Figure 1. Nets reached from selected ports.
Scale bar: 20 microns.
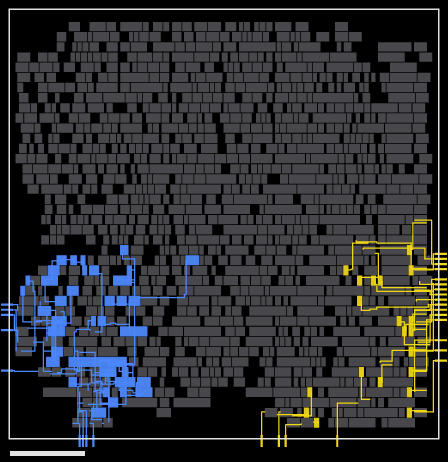
Figure 2. PDN straps and rails.
Scale bar: 20 microns. Pins as bars on the die edge.
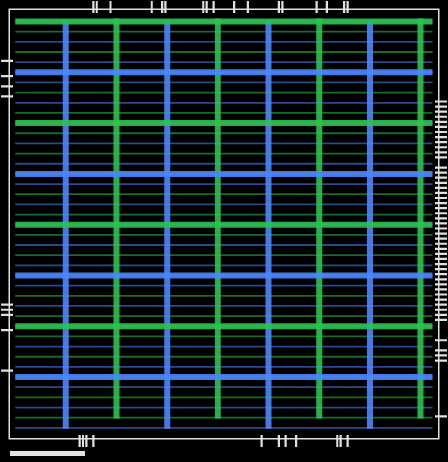
Figure 3. Track usage over the die.
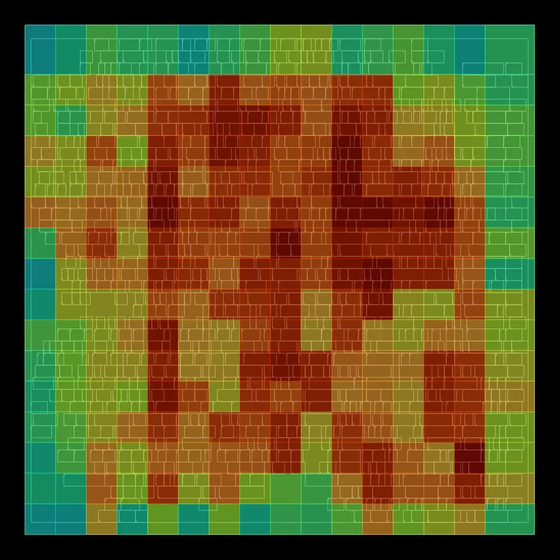
Figure 4. Local utilization.
Scale bar: 20 microns. 11 x 11 tiles, from black (low) to pale yellow (high), 0 to 100% covered.
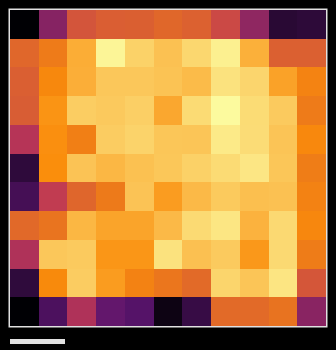
Figure 5. Cell classes on the final placement.
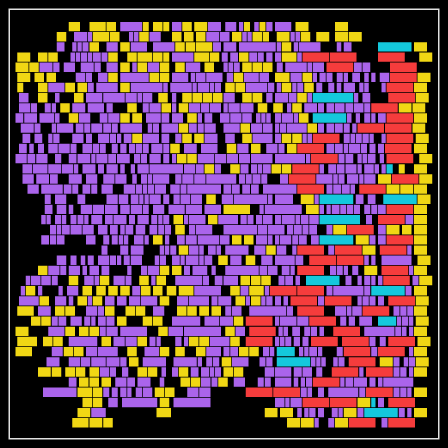
`src/rtl/board_renderer.sv`:
```
// rtl/board_renderer.sv - two-stage playfield/preview pixel renderer with line-clear flash FSM.
// Optional grid lines: define BOARD_RENDERER_GRID_EN.
module board_renderer #(
    parameter int CELL_PX      = 20,
    parameter int BOARD_COLS   = 10,
    parameter int BOARD_ROWS   = 20,
    parameter int BOARD_X0     = 220,
    parameter int BOARD_Y0     = 40,
    parameter int NEXT_X0      = 480,
    parameter int NEXT_Y0      = 40,
    parameter int FRAME_PX     = 20,
    parameter int FLASH_FRAMES = 8,
    parameter int FLASH_BLINKS = 3,
    localparam int AW = $clog2(BOARD_COLS * BOARD_ROWS)
) (
    input  logic                  clk,
    input  logic                  rst,
    input  logic                  blank_n,
    input  logic [8:0]            row,
    input  logic [9:0]            column,
    input  logic                  frame_start,
    input  logic [2:0]            next_block,
    output logic [AW-1:0]         cell_addr,
    input  logic [2:0]            cell_data,
    input  logic                  flash_start,
    input  logic [BOARD_ROWS-1:0] flash_rows,
    output logic                  flash_busy,
    output logic                  flash_done,
    output logic                  board,
    output logic [7:0]            red,
    output logic [7:0]            green,
    output logic [7:0]            blue
);

    localparam int RW  = (BOARD_ROWS > 1) ? $clog2(BOARD_ROWS) : 1;
    localparam int FCW = $clog2(FLASH_FRAMES + 1);
    localparam int TCW = $clog2(2 * FLASH_BLINKS + 1);
    localparam int BW  = BOARD_COLS * CELL_PX;
    localparam int BH  = BOARD_ROWS * CELL_PX;
    localparam int NW  = 6 * CELL_PX;
    localparam int NH  = 4 * CELL_PX;

    localparam logic [23:0] C_WHITE       = 24'hFFFFFF;
    localparam logic [23:0] C_LIGHT_GREY  = 24'hA0A0A0;
    localparam logic [23:0] C_DARK_GREY   = 24'h606060;
    localparam logic [23:0] C_PURPLE      = 24'hFF99FF;

    typedef enum logic [2:0] {RG_OTHER, RG_FRAME, RG_BOARD, RG_PREV, RG_PIECE} region_e;
    typedef enum logic [1:0] {S_IDLE, S_FLASH, S_DONE} state_e;

    function automatic logic [23:0] cell_rgb(input logic [2:0] t);
        case (t)
            3'd1:    return 24'h66B2FF;
            3'd2:    return 24'hFF3399;
            3'd3:    return 24'h7F00FF;
            3'd4:    return 24'hFFFF66;
            3'd5:    return 24'h66FF66;
            3'd6:    return 24'h990099;
            3'd7:    return 24'h99FFCC;
            default: return 24'hFFCCE5;
        endcase
    endfunction

    function automatic logic piece_hit(input logic [2:0] t, input int r, input int c);
        case (t)
            3'd7:    return (r == 1) && (c >= 1) && (c <= 4);
            3'd1:    return ((r == 1) && (c >= 1) && (c <= 3)) || ((r == 2) && (c == 2));
            3'd2:    return ((r == 1) || (r == 2)) && ((c == 2) || (c == 3));
            3'd3:    return ((r == 2) && (c >= 1) && (c <= 3)) || ((r == 1) && (c == 3));
            3'd4:    return ((r == 1) && (c >= 1) && (c <= 3)) || ((r == 2) && (c == 1));
            3'd5:    return ((r == 1) && ((c == 2) || (c == 3))) || ((r == 2) && ((c == 1) || (c == 2)));
            3'd6:    return ((r == 1) && ((c == 1) || (c == 2))) || ((r == 2) && ((c == 2) || (c == 3)));
            default: return 1'b0;
        endcase
    endfunction

    int      px, py, bx, by, nx, ny;
    logic    in_board, in_bring, in_next, in_nring;
    region_e region_d, region_q;
    logic [RW-1:0] cell_row_d, cell_row_q;
    logic          blank_q;
    logic [2:0]    next_q;
    logic [23:0]   rgb_d, rgb_q;
    logic          board_q;

    always_comb begin
        px = int'(column);
        py = int'(row);
        bx = px - BOARD_X0;
        by = py - BOARD_Y0;
        nx = px - NEXT_X0;
        ny = py - NEXT_Y0;
        in_board = (bx >= 0) && (bx < BW) && (by >= 0) && (by < BH);
        in_next  = (nx >= 0) && (nx < NW) && (ny >= 0) && (ny < NH);
        in_bring = (bx >= -FRAME_PX) && (bx < BW + FRAME_PX) && (by >= -FRAME_PX) && (by < BH + FRAME_PX);
        in_nring = (nx >= -FRAME_PX) && (nx < NW + FRAME_PX) && (ny >= -FRAME_PX) && (ny < NH + FRAME_PX);
        region_d   = RG_OTHER;
        cell_addr  = '0;
        cell_row_d = '0;
        if (in_board) begin
            region_d   = RG_BOARD;
            cell_addr  = AW'((by / CELL_PX) * BOARD_COLS + (bx / CELL_PX));
            cell_row_d = RW'(by / CELL_PX);
        end else if (in_bring || (in_nring && !in_next)) begin
            region_d = RG_FRAME;
        end else if (in_next) begin
            region_d = piece_hit(next_block, ny / CELL_PX, nx / CELL_PX) ? RG_PIECE : RG_PREV;
        end
    end

`ifdef BOARD_RENDERER_GRID_EN
    logic grid_d, grid_q;
    assign grid_d = in_board && (((bx % CELL_PX) == 0) || ((by % CELL_PX) == 0));
`endif

    always_ff @(posedge clk) begin
        if (rst) begin
            region_q   <= RG_OTHER;
            cell_row_q <= '0;
            blank_q    <= 1'b0;
            next_q     <= '0;
`ifdef BOARD_RENDERER_GRID_EN
            grid_q     <= 1'b0;
`endif
        end else begin
            region_q   <= region_d;
            cell_row_q <= cell_row_d;
            blank_q    <= blank_n;
            next_q     <= next_block;
`ifdef BOARD_RENDERER_GRID_EN
            grid_q     <= grid_d;
`endif
        end
    end

    state_e                state_d, state_q;
    logic                  phase_d, phase_q;
    logic [BOARD_ROWS-1:0] mask_d, mask_q;
    logic [FCW-1:0]        frm_d, frm_q;
    logic [TCW-1:0]        tgl_d, tgl_q;

    always_comb begin
        state_d    = state_q;
        phase_d    = phase_q;
        mask_d     = mask_q;
        frm_d      = frm_q;
        tgl_d      = tgl_q;
        flash_busy = (state_q != S_IDLE);
        flash_done = (state_q == S_DONE);
        case (state_q)
            S_IDLE: begin
                if (flash_start) begin
                    mask_d  = flash_rows;
                    frm_d   = '0;
                    tgl_d   = '0;
                    phase_d = 1'b1;
                    state_d = S_FLASH;
                end
            end
            S_FLASH: begin
                if (frame_start) begin
                    if (frm_q == FCW'(FLASH_FRAMES - 1)) begin
                        frm_d   = '0;
                        phase_d = ~phase_q;
                        tgl_d   = tgl_q + 1'b1;
                        if (tgl_q == TCW'(2 * FLASH_BLINKS - 1)) begin
                            state_d = S_DONE;
                        end
                    end else begin
                        frm_d = frm_q + 1'b1;
                    end
                end
            end
            S_DONE: begin
                mask_d  = '0;
                state_d = S_IDLE;
            end
            default: state_d = S_IDLE;
        endcase
    end

    always_ff @(posedge clk) begin
        if (rst) begin
            state_q <= S_IDLE;
            phase_q <= 1'b0;
            mask_q  <= '0;
            frm_q   <= '0;
            tgl_q   <= '0;
        end else begin
            state_q <= state_d;
            phase_q <= phase_d;
            mask_q  <= mask_d;
            frm_q   <= frm_d;
            tgl_q   <= tgl_d;
        end
    end

    // Flash WHITE wins over both cell colour and grid lines.
    always_comb begin
        rgb_d = '0;
        if (blank_q) begin
            case (region_q)
                RG_BOARD: begin
                    if ((state_q == S_FLASH) && phase_q && mask_q[cell_row_q]) begin
                        rgb_d = C_WHITE;
                    end else begin
                        rgb_d = cell_rgb(cell_data);
`ifdef BOARD_RENDERER_GRID_EN
                        if (grid_q) rgb_d = C_DARK_GREY;
`endif
                    end
                end
                RG_FRAME: rgb_d = C_LIGHT_GREY;
                RG_PREV:  rgb_d = C_PURPLE;
                RG_PIECE: rgb_d = cell_rgb(next_q);
                default:  rgb_d = C_DARK_GREY;
            endcase
        end
    end

    always_ff @(posedge clk) begin
        if (rst) begin
            rgb_q   <= '0;
            board_q <= 1'b0;
        end else begin
            rgb_q   <= rgb_d;
            board_q <= (region_q == RG_BOARD);
        end
    end

    assign red   = rgb_q[23:16];
    assign green = rgb_q[15:8];
    assign blue  = rgb_q[7:0];
    assign board = board_q;

endmodule

```
`config.mk`:
```
export PLATFORM = sky130hd
export DESIGN_NAME = board_renderer
export DESIGN_NICKNAME = d
export VERILOG_FILES = /design/src/rtl/board_renderer.sv
export SDC_FILE = /design/constraint.sdc
export NUM_CORES = 1
export LEC_CHECK = 0
export CAP_MARGIN = 20
export CORE_UTILIZATION = 52
export DETAILED_ROUTE_END_ITERATION = 12
export MAX_ROUTING_LAYER = met4
export PLACE_DENSITY = 0.79
export SLEW_MARGIN = 5
export SYNTH_ARGS = -nofsm -noshare
export SYNTH_HDL_FRONTEND = slang
export SYNTH_SLANG_ARGS = --single-unit
```
`constraint.sdc`:
```
create_clock -name clk -period 9.7 [get_ports clk]
set_input_delay 2.425 -clock clk [delete_from_list [all_inputs] [get_ports clk]]
set_output_delay 2.425 -clock clk [all_outputs]
set_load 0.005 [all_outputs]
```
==> impl_metrics.csv <==
group,metric,value,unit
outcome,outcome,"complete, but fails checks",
outcome,violations,"setup timing",
synth,synth-edff-count,0,
synth,ys_chip_area,0.00659,sq mm
final_timing,rsz0062_at_grt,"true",
pwr,vdd_drop_max,0.0978,mV
floorplan,fp-utilization,54.2,%
final_timing,setup_viol,4,
final_timing,finalSetupTns,-1.49,ns
synth,yosys_cells,903,
cells_and_area,n_fill_cell,797,
setup_path,worst_setup_path_end_kind,"output pin",
pwr,p_per_area,159,mW/mm^2
pwr,p_leak,3.89,nW
synth,area_leaders,"dfxtp_1, a21oi_1, ha_1",
clock_tree,h-tree-depth,3,
setup_path,worstSetupPathType,"input pin to output pin",
flow_run,maxCapViolCount,0,
cells_and_area,postLayoutCoreUtil,79.2,%
routing,drt-initial-drc-count,904,
synth,ys_seq_share,19.4,%
floorplan,core.rowCount,40,
final_timing,hold_ws,0.465,ns
place,dp_hpwl,14300,microns
setup_path,r2r_setup_slack,6.59,ns
place,portBuffers,84,
synth,synth.most_common_cell,"nand2_1",
final_timing,max_freq,96.6,MHz
clock_tree,clk_pin_slew,0.05,ns
synth,avgSynthCellArea,7.30,sq um
synth,synth_cell_type_count,99,
clock_tree,clock-sinks,64,
cells_and_area,final_nets,1211,
routing,ant_nets,0,
synth,synthFlopType,"dfxtp_1",
cells_and_area,drive_above_1_share,28.6,%
floorplan,dieArea,0.0131,sq mm
floorplan,core-area,0.0122,sq mm
synth,syn_area,0.00659,sq mm
floorplan,die_h,115,microns
synth,yosys_warnings,0,
clock_tree,worstSkewPairLatency,0.33,ns
synth,floorplan.nets,987,
synth,synthArstFlopShare,0,%
synth,yosysTopAreaCell,"dfxtp_1",
global_route,grt_pass1_vias,7142,
final_timing,relSlewSlack,30.2,%
setup_path,reg2reg_depth,9,
final_timing,skew,0.00527,ns
final_timing,fin_crit_sh,107,%
clock_tree,cts_tree,"done",
setup_path,critPathLaunchType,"input pin",
global_route,antenna_found_initial,0,
cells_and_area,logic_area,0.00539,sq mm
flow_run,warning_count,39,
place,globalplace.congestion,0.956,
routing,routed_wl,22600,microns
floorplan,fp.dieW,115,microns
global_route,grt_max_degree,41,
hold_path,hold_path.class,"register to register",
synth,synth-seq-cells,64,
synth,syn_inst,903,
routing,vias,8088,
setup_path,cp_data_required_time,7.28,ns
synth,top_cells_by_count,"nand2_1, a21oi_1, nor2_1, dfxtp_1, o21ai_0",
routing,dr.pass1.iters,5,
clock_tree,hold_buffers,0,
hold_path,min_path_cells,2,
cells_and_area,regArea,0.00128,sq mm
clock_tree,cts_root_buffer,"clkbuf_16",
floorplan,num_io_pins,85,
cells_and_area,insertedDiodeCount,0,
final_timing,hold_viol_final,0,
global_route,grt_pass1_wl,33200,microns
clock_tree,cts_buffer_depth,2,
setup_path,cp.arrival,7.93,ns
routing,post_drt_wl_per_cell,17.4,microns
setup_path,crit_fanout,4,
final_timing,drv_slew,0,
clock_tree,cts_buffers,9,
global_route,overflow,0,
synth,netlist.area_leader.share,19.4,%
cells_and_area,syn2layout_area_growth,46.1,%
routing,drt-vias-per-instance,6.23,
final_timing,period_needed,10.35,ns
routing,remaining_drc_errors,0,
final_timing,fin_ws,-0.654,ns
final_timing,tightest_slew,1.03,ns
## Picture notes: Figure 1
Key: blue = row [bits 9, direction input, edge 5 left, 4 bottom, end cells 47, buffers 24, wire 616 microns]; yellow = flash_rows [bits 20, direction input, edge 16 right, 4 bottom, end cells 20, buffers 20, wire 469 microns]

## Picture notes: Figure 2
Key: blue = VSS; green = VDD
85 signal pins sit on the boundary. 8 straps on met4. 8 straps on met5. 41 met1 rails follow the rows.

## Picture notes: Figure 3
met3 usage: 3.60%
global-route usage over all layers: 32.1%

## Picture notes: Figure 4
1.7% of the tiles are nearly empty. The fullest tile reaches 99%. 57% of the tiles are over 75% full.

## Picture notes: Figure 5
Key: yellow = remaining buffers and delay cells [cells 277, share of their area 25%]; red = sequential cells [cells 64, share of their area 14%]; cyan = clock drivers and dummy loads [cells 15, share of their area 3.4%]; purple = combinational and other logic [cells 775, share of their area 58%]

==> worst max-delay path: stages <==
cell and delay [ns]:
buf_8 0.08, inv_6 0.03, ha_4 0.14, or4_1 0.51
a2111o_1 0.52, a311oi_4 0.34, o211ai_2 0.20, buf_4 0.19
o221a_2 0.28, o211a_1 0.16, nor2_4 0.14, inv_2 0.06
ha_4 0.17, a2111o_1 0.35, o21ai_1 0.07, a222oi_1 0.08
buf_4 0.17, ha_4 0.22, fa_2 0.55, ha_4 0.20
a21o_1 0.16, a21oi_2 0.15, xnor2_1 0.14, xnor2_1 0.10
xnor2_1 0.24, nor2_1 0.06, buf_2 0.15
==> sequential cells by signal, summed over array words and instances, names as in the netlist <==
signal and cells:
rgb_q 21, region_q 3, state_q 2, next_q 3, blank_q 1, board 1
mask_q 20, frm_q 4, tgl_q 3, cell_row_q 5, phase_q 1
==> logic make-up (layout without fill, tap and decap cells) <==
| logic type | after synthesis | in the layout | synth area share, % |
|---|---|---|---|
| adder cells (fa/ha/maj) | 37 | 37 | 7.13 |
| multiplexers | 15 | 15 | 3.34 |
| flip-flops | 64 | 64 | 19.4 |
| XOR/XNOR | 50 | 50 | 6.76 |
| AND/OR/NAND/NOR | 355 | 355 | 27.2 |
| buffers and inverters | 92 | 320 | 6.24 |
| AND-OR/OR-AND | 290 | 290 | 29.9 |
==> through the flow <==
stage	total power, mW	cells	cell area (sq um)	setup WS (ns)
after floorplan	0.702	903	6670	-0.143
after global placement	0.959	1249	8600	-1.30
after detailed placement	0.975	1249	8600	-1.42
after CTS	1.37	1280	9230	-0.599
after global routing	1.60	1299	9630	-0.876
final	1.53	1299	9630	-0.654
==> placed cells by master (no fill, tap or decap), drive strengths merged, types with 14 or more instances in the layout <==
master         synthesis  final
o211ai                16     16
clkbuf                44     14
xnor2                 32     32
nor2                  82     82
nand3                 46     46
a21oi                 89     89
a31oi                 17     17
nor3                  26     26
inv                   28     28
nand2b                16     16
o21ai                 65     65
nor2b                 18     18
clkdlybuf4s50          0     67
ha                    32     32
dfxtp                 64     64
buf                   20    201
xor2                  18     18
nand2                 89     89
==> area by class of cell <==
cell class	count	area share, %
multi-input cells	747	56.0
repair buffers	277	24.0
flip-flops and latches	64	13.3
clock buffers	12	2.66
well taps	168	2.18
inverters	28	1.22
clock inverters	3	0.676
==> per-layer routing <==
layer,vias up,wire [microns],global-route usage [%]
met5,-,0,-
met3,117,1660,3.60
met4,0,977,9.96
met2,460,11000,55.1
li1,3773,-,-
met1,3738,9060,39.4
==> final timing paths <==
path,from,end
setup / recovery,row[3],cell_addr[7]
hold / removal,mask_q[2],mask_q[2]
setup reg to reg,cell_row_q[0],rgb_q[12]
hold reg to reg,mask_q[2],mask_q[2]
==> where the power goes <==
| part | switching, mW | leakage (nW) | internal [mW] |
|---|---|---|---|
| clock network | 0.110 | 0.159 | 0.237 |
| registers | 0.00803 | 0.522 | 0.273 |
| logic | 0.453 | 3.21 | 0.454 |
| total | 0.571 | 3.89 | 0.964 |
==> what timing repair did <==
item / in CTS / in global routing
setup endpoints to repair: 7 / 6
gates resized: 60 / 76
buffers inserted: 16 / 21
pin swaps: 32 / 49
Power and IR drop assume default switching activity.
